Signal wires on met1:
The bar under the picture is 50 microns long. Supply wires on this layer in grey.
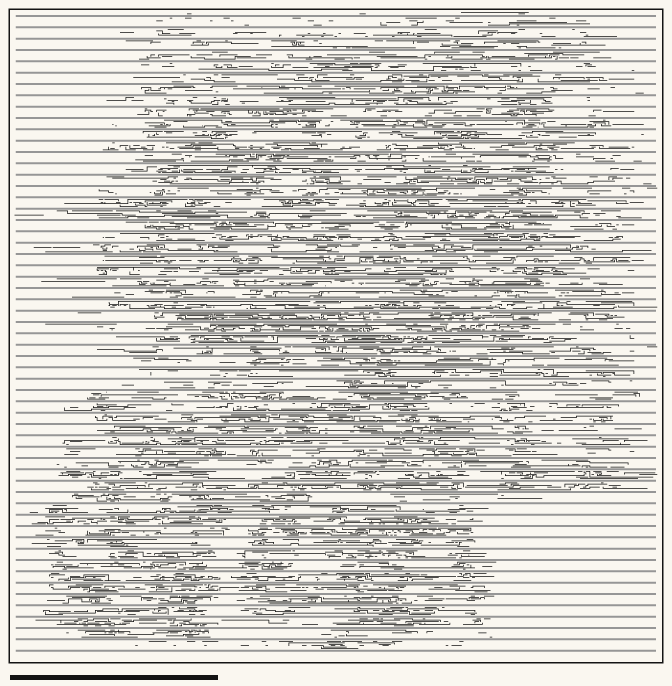
M2 wires:
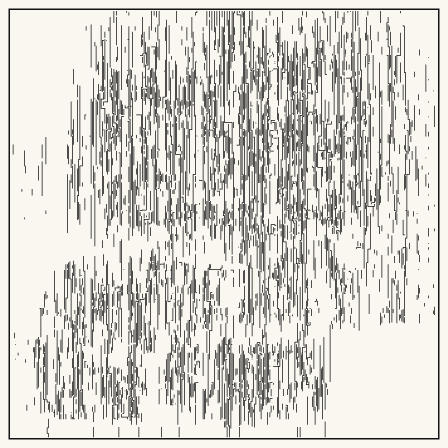
The metal 3 layer:
The bar under the picture is 50 microns long. Cells faint in the background.
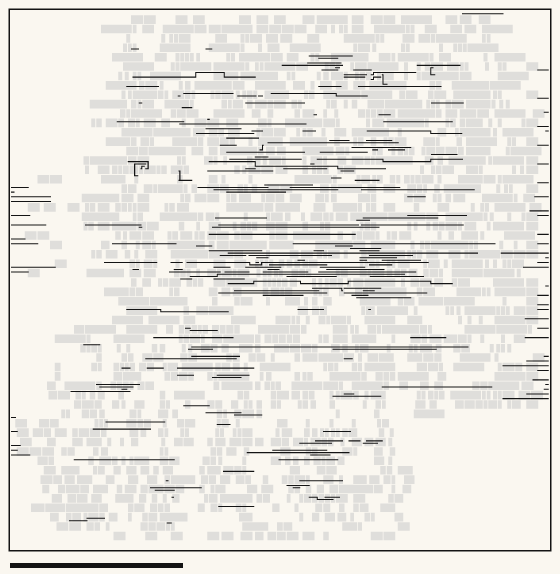
Metal 4:
Supply wires on this layer in grey.
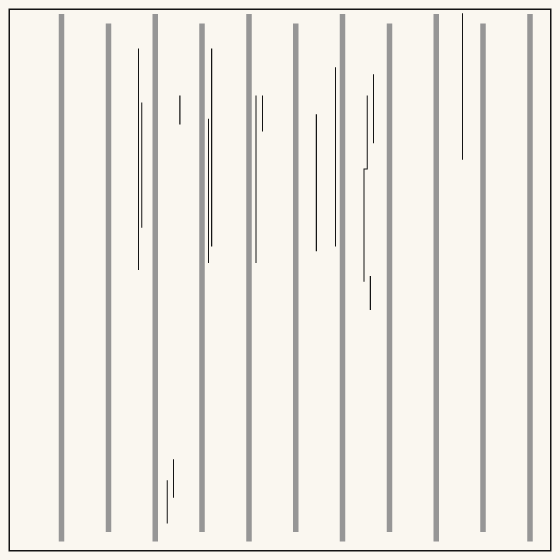
`src/rtl/raw10_unpacker_if.sv`:
```
// Handshake bundle between a CSI-2 RAW10 payload source and the pixel unpacker.
// The master side drives payload words and accepts pixel groups.
interface raw10_unpacker_if;
    logic [31:0] in_data;
    logic        in_valid;
    logic        in_ready;
    logic        in_start;
    logic [15:0] in_word_count;
    logic [1:0]  in_virtual_channel;
    logic [39:0] out_pixels;
    logic        out_valid;
    logic        out_ready;
    logic        out_last;
    logic [1:0]  out_virtual_channel;
    logic        length_error;

    modport master (
        output in_data, in_valid, in_start, in_word_count, in_virtual_channel, out_ready,
        input  in_ready, out_pixels, out_valid, out_last, out_virtual_channel, length_error
    );

    modport slave (
        input  in_data, in_valid, in_start, in_word_count, in_virtual_channel, out_ready,
        output in_ready, out_pixels, out_valid, out_last, out_virtual_channel, length_error
    );
endinterface

```
`src/rtl/raw10_unpacker.sv`:
```
// RAW10 unpacker: 32-bit CSI-2 payload words in, groups of four 10-bit pixels out.
// An 8-byte FIFO-ordered buffer bridges the 4-byte input and 5-byte output granules.
module raw10_unpacker (
    input  logic            clock,
    input  logic            reset,
    raw10_unpacker_if.slave bus
);
    typedef enum logic [1:0] {IDLE = 2'd0, ACTIVE = 2'd1, DRAIN = 2'd2} state_t;

    state_t      state, state_next;
    logic [7:0]  byte_buf      [8];
    logic [7:0]  byte_buf_next [8];
    logic [3:0]  occupancy, occupancy_next, kept, base;
    logic [15:0] remaining, remaining_next, take_src;
    logic [1:0]  packet_vc, packet_vc_next;
    logic [2:0]  take;
    logic        in_ready, in_fire, start_fire, abort, append, length_error;
    logic        group_load, group_last;
    logic [39:0] group_pixels;
    logic        out_valid_q, out_last_q;
    logic [39:0] out_pixels_q;
    logic [1:0]  out_vc_q;

    // Pixel n is the full byte Bn extended by its two LSBs packed into B4.
    always_comb begin
        for (int n = 0; n < 4; n++) begin
            group_pixels[10*n +: 10] = {byte_buf[n], byte_buf[4][2*n +: 2]};
        end
    end

    // NOTE: every signal below gets a default first, so no path can leave one unassigned and infer a latch.
    always_comb begin
        state_next     = state;
        byte_buf_next  = byte_buf;
        remaining_next = remaining;
        packet_vc_next = packet_vc;

        group_load = (occupancy >= 4'd5) && (!out_valid_q || bus.out_ready);
        group_last = ({13'd0, occupancy} + {1'b0, remaining}) < 17'd10;
        kept       = group_load ? occupancy - 4'd5 : occupancy;

        // Readiness uses the occupancy left after this cycle's group leaves, so input and output overlap.
        unique case (state)
            IDLE:    in_ready = 1'b1;
            ACTIVE:  in_ready = (kept <= 4'd4) && (remaining != 16'd0);
            default: in_ready = 1'b0;
        endcase
        if (reset) in_ready = 1'b0;

        in_fire      = bus.in_valid && in_ready;
        start_fire   = in_fire && bus.in_start;
        abort        = start_fire && (state == ACTIVE);
        append       = start_fire || (in_fire && (state == ACTIVE));
        length_error = start_fire && (abort || ((bus.in_word_count % 16'd5) != 16'd0));

        take_src = start_fire ? bus.in_word_count : remaining;
        take     = (take_src >= 16'd4) ? 3'd4 : take_src[2:0];
        base     = abort ? 4'd0 : kept;

        if (group_load) begin
            for (int i = 0; i < 3; i++) byte_buf_next[i] = byte_buf[i+5];
        end

        occupancy_next = kept;
        if (append) begin
            for (int k = 0; k < 4; k++) begin
                if (3'(k) < take) byte_buf_next[3'(base + 4'(k))] = bus.in_data[8*k +: 8];
            end
            occupancy_next = base + 4'(take);
            remaining_next = take_src - 16'(take);
        end
        if (start_fire) packet_vc_next = bus.in_virtual_channel;

        unique case (state)
            IDLE: begin
                if (start_fire && (bus.in_word_count != 16'd0)) state_next = ACTIVE;
            end
            ACTIVE: begin
                if (start_fire && (bus.in_word_count == 16'd0)) state_next = IDLE;
                else if (remaining == 16'd0)                    state_next = DRAIN;
            end
            DRAIN: begin
                // Whatever is left cannot form a group: the trailing partial group is dropped.
                if (occupancy < 4'd5) begin
                    state_next     = IDLE;
                    occupancy_next = 4'd0;
                end
            end
            default: state_next = IDLE;
        endcase
    end

    // NOTE: sequential state uses non-blocking assignments so every flop samples pre-edge values.
    always_ff @(posedge clock or posedge reset) begin
        if (reset) begin
            state        <= IDLE;
            occupancy    <= 4'd0;
            remaining    <= 16'd0;
            packet_vc    <= 2'd0;
            out_valid_q  <= 1'b0;
            out_last_q   <= 1'b0;
            out_pixels_q <= 40'd0;
            out_vc_q     <= 2'd0;
        end else begin
            state     <= state_next;
            occupancy <= occupancy_next;
            remaining <= remaining_next;
            packet_vc <= packet_vc_next;
            if (group_load) begin
                out_valid_q  <= 1'b1;
                out_pixels_q <= group_pixels;
                out_last_q   <= group_last;
                out_vc_q     <= packet_vc;
            end else if (bus.out_ready) begin
                out_valid_q  <= 1'b0;
            end
        end
    end

    // NOTE: the byte buffer holds data only and is qualified by occupancy, so it needs no reset.
    always_ff @(posedge clock) begin
        byte_buf <= byte_buf_next;
    end

    assign bus.in_ready            = in_ready;
    assign bus.length_error        = length_error;
    assign bus.out_valid           = out_valid_q;
    assign bus.out_pixels          = out_pixels_q;
    assign bus.out_last            = out_last_q;
    assign bus.out_virtual_channel = out_vc_q;
endmodule

```
`src/flat_wrapper.sv`:
```
// flat-port wrapper written by rule: the top's interface ports become plain ports
module raw10_unpacker_flat 
  (clock, reset, bus_in_data, bus_in_valid, bus_in_start, bus_in_word_count, bus_in_virtual_channel, bus_out_ready, bus_in_ready, bus_out_pixels, bus_out_valid, bus_out_last, bus_out_virtual_channel, bus_length_error);
  raw10_unpacker_if bus_i ();
  input  logic clock;
  input  logic reset;
  input wire logic [$bits(bus_i.in_data)-1:0] bus_in_data;
  input wire logic [$bits(bus_i.in_valid)-1:0] bus_in_valid;
  input wire logic [$bits(bus_i.in_start)-1:0] bus_in_start;
  input wire logic [$bits(bus_i.in_word_count)-1:0] bus_in_word_count;
  input wire logic [$bits(bus_i.in_virtual_channel)-1:0] bus_in_virtual_channel;
  input wire logic [$bits(bus_i.out_ready)-1:0] bus_out_ready;
  output wire logic [$bits(bus_i.in_ready)-1:0] bus_in_ready;
  output wire logic [$bits(bus_i.out_pixels)-1:0] bus_out_pixels;
  output wire logic [$bits(bus_i.out_valid)-1:0] bus_out_valid;
  output wire logic [$bits(bus_i.out_last)-1:0] bus_out_last;
  output wire logic [$bits(bus_i.out_virtual_channel)-1:0] bus_out_virtual_channel;
  output wire logic [$bits(bus_i.length_error)-1:0] bus_length_error;
  assign bus_i.in_data = bus_in_data;
  assign bus_i.in_valid = bus_in_valid;
  assign bus_i.in_start = bus_in_start;
  assign bus_i.in_word_count = bus_in_word_count;
  assign bus_i.in_virtual_channel = bus_in_virtual_channel;
  assign bus_i.out_ready = bus_out_ready;
  assign bus_in_ready = bus_i.in_ready;
  assign bus_out_pixels = bus_i.out_pixels;
  assign bus_out_valid = bus_i.out_valid;
  assign bus_out_last = bus_i.out_last;
  assign bus_out_virtual_channel = bus_i.out_virtual_channel;
  assign bus_length_error = bus_i.length_error;
  raw10_unpacker u_core (.clock(clock), .reset(reset), .bus(bus_i));
endmodule
```
`config.mk`:
```
export PLATFORM = sky130hd
export DESIGN_NAME = raw10_unpacker_flat
export DESIGN_NICKNAME = d
export VERILOG_FILES = /design/src/rtl/raw10_unpacker_if.sv /design/src/rtl/raw10_unpacker.sv /design/src/flat_wrapper.sv
export SDC_FILE = /design/constraint.sdc
export NUM_CORES = 1
export LEC_CHECK = 0
export ABC_CLOCK_PERIOD_IN_PS = 11900
export CAP_MARGIN = 10
export CORE_UTILIZATION = 45
export CTS_CLUSTER_DIAMETER = 30
export CTS_CLUSTER_SIZE = 14
export DETAILED_ROUTE_END_ITERATION = 10
export PLACE_DENSITY_LB_ADDON = 0.25
export SYNTH_ARGS = -nofsm -noshare
export SYNTH_HDL_FRONTEND = slang
export SYNTH_SLANG_ARGS = --single-unit
```
`constraint.sdc`:
```
create_clock -name clock -period 11.9 [get_ports clock]
set_clock_uncertainty 0.1 [all_clocks]
set_input_delay 1.785 -clock clock [delete_from_list [all_inputs] [get_ports clock]]
set_output_delay 1.785 -clock clock [all_outputs]
set_load 0.005 [all_outputs]
```
==> impl_metrics.env <==
# flow metrics
export IMPL_tightest_slew_ns=1.23
export IMPL_post_cts_resized_instances=0
export IMPL_grt_residual_overflow=0
export IMPL_power_top_consumer="combinational cells"
export IMPL_grt_pass1_vias=9443
export IMPL_finalHoldViolations=0
export IMPL_p_per_area_mw_per_mm2=345
export IMPL_path_depth=23
export IMPL_final_fill_count=2219
export IMPL_clockNetworkAreaShare=0.0482
export IMPL_met2_length_microns=13900
export IMPL_seq_share=0.274
export IMPL_lkg_pwr_nw=5.16
export IMPL_place_port_buffers=100
export IMPL_openroad_warnings=29
export IMPL_fin_util=0.528
export IMPL_grt_setup_unrepaired="false"
export IMPL_worst_path_maximum_fanout=23
export IMPL_layout_area_overhead_vs_synth_pct=15.1
export IMPL_status="finished, final reports clean"
export IMPL_arrival_ns=8.52
export IMPL_core_area_sq_mm=0.0234
export IMPL_post_synth_cell_area_avg_sq_um=7.69
export IMPL_dp_cells=1711
export IMPL_synth_top_cells_by_area="sky130_fd_sc_hd__dfrtp_1 16%, sky130_fd_sc_hd__mux2i_1 12%, sky130_fd_sc_hd__edfxtp_1 11%"
export IMPL_xor_share=0.0114
export IMPL_ys_types=96
export IMPL_r2r_setup_slack_ns=5.55
export IMPL_wl_met1_microns=14700
export IMPL_worstPathCellList="clkdlybuf4s50_1 -> and4b_1 -> o21ai_0 -> nand3_1 -> a2111oi_1 -> and2_1 -> a2bb2o_4 -> and3_1 -> a32oi_1 -> o311a_1 -> xnor2_1 -> a211o_1 -> o21a_1 -> inv_1 -> ha_1 -> or4_1 -> mux2i_1 -> o32ai_4 -> a21o_1 -> a21oi_1 -> o22ai_1 -> a41oi_1 -> clkdlybuf4s50_1"
export IMPL_cts_htree_levels=4
export IMPL_antenna_found_initial=0
export IMPL_synthTopLogicFamily="AND-OR/OR-AND gates"
export IMPL_timing_critical_path_from_type="input port"
export IMPL_hold_path_class="reg -> reg"
export IMPL_clkPwrFrac=0.124
export IMPL_ff_count=132
export IMPL_grt_first_pass_wirelength_microns=50900
export IMPL_seq_power_mw=0.992
export IMPL_yosysTopAreaCellShare=0.158
export IMPL_startpoint="bus_in_word_count[10]"
export IMPL_pg_clk_mw=0.528
export IMPL_nonClockBufferCount=112
export IMPL_regToRegEndpoint="u_core.remaining[14]"
export IMPL_path_common_cell="sky130_fd_sc_hd__clkdlybuf4s50_1"
export IMPL_power_combinational_total_mw=2.75
export IMPL_power_switching_fraction=0.475
export IMPL_ys_seq_frac=0.315
export IMPL_top_layer="met4"
export IMPL_cts_tree="built"
export IMPL_placement_cell_area_sq_mm=0.0118
-- 'signal wires on met1' (at the start) --
main direction = horizontal
wire length on this layer = 14,700 microns

-- 'M2 wires' (at the start) --
main direction = vertical
share of all routed wire = 44%
longest straight run = 52.0 microns
nets with wire on the layer = 1,178
met2 demand-to-capacity share in global routing: 0.396
detailed-route wire length: 31,900 microns
total via count in the routed design: 10,600

-- 'the metal 3 layer' (at the start) --
share of all routed wire = 8.8%
main direction = horizontal

-- 'metal 4' (at the start) --
share of all routed wire = 1.6%
nets with wire on the layer = 15
wire length on this layer = 506 microns
longest straight run = 63.9 microns
main direction = vertical

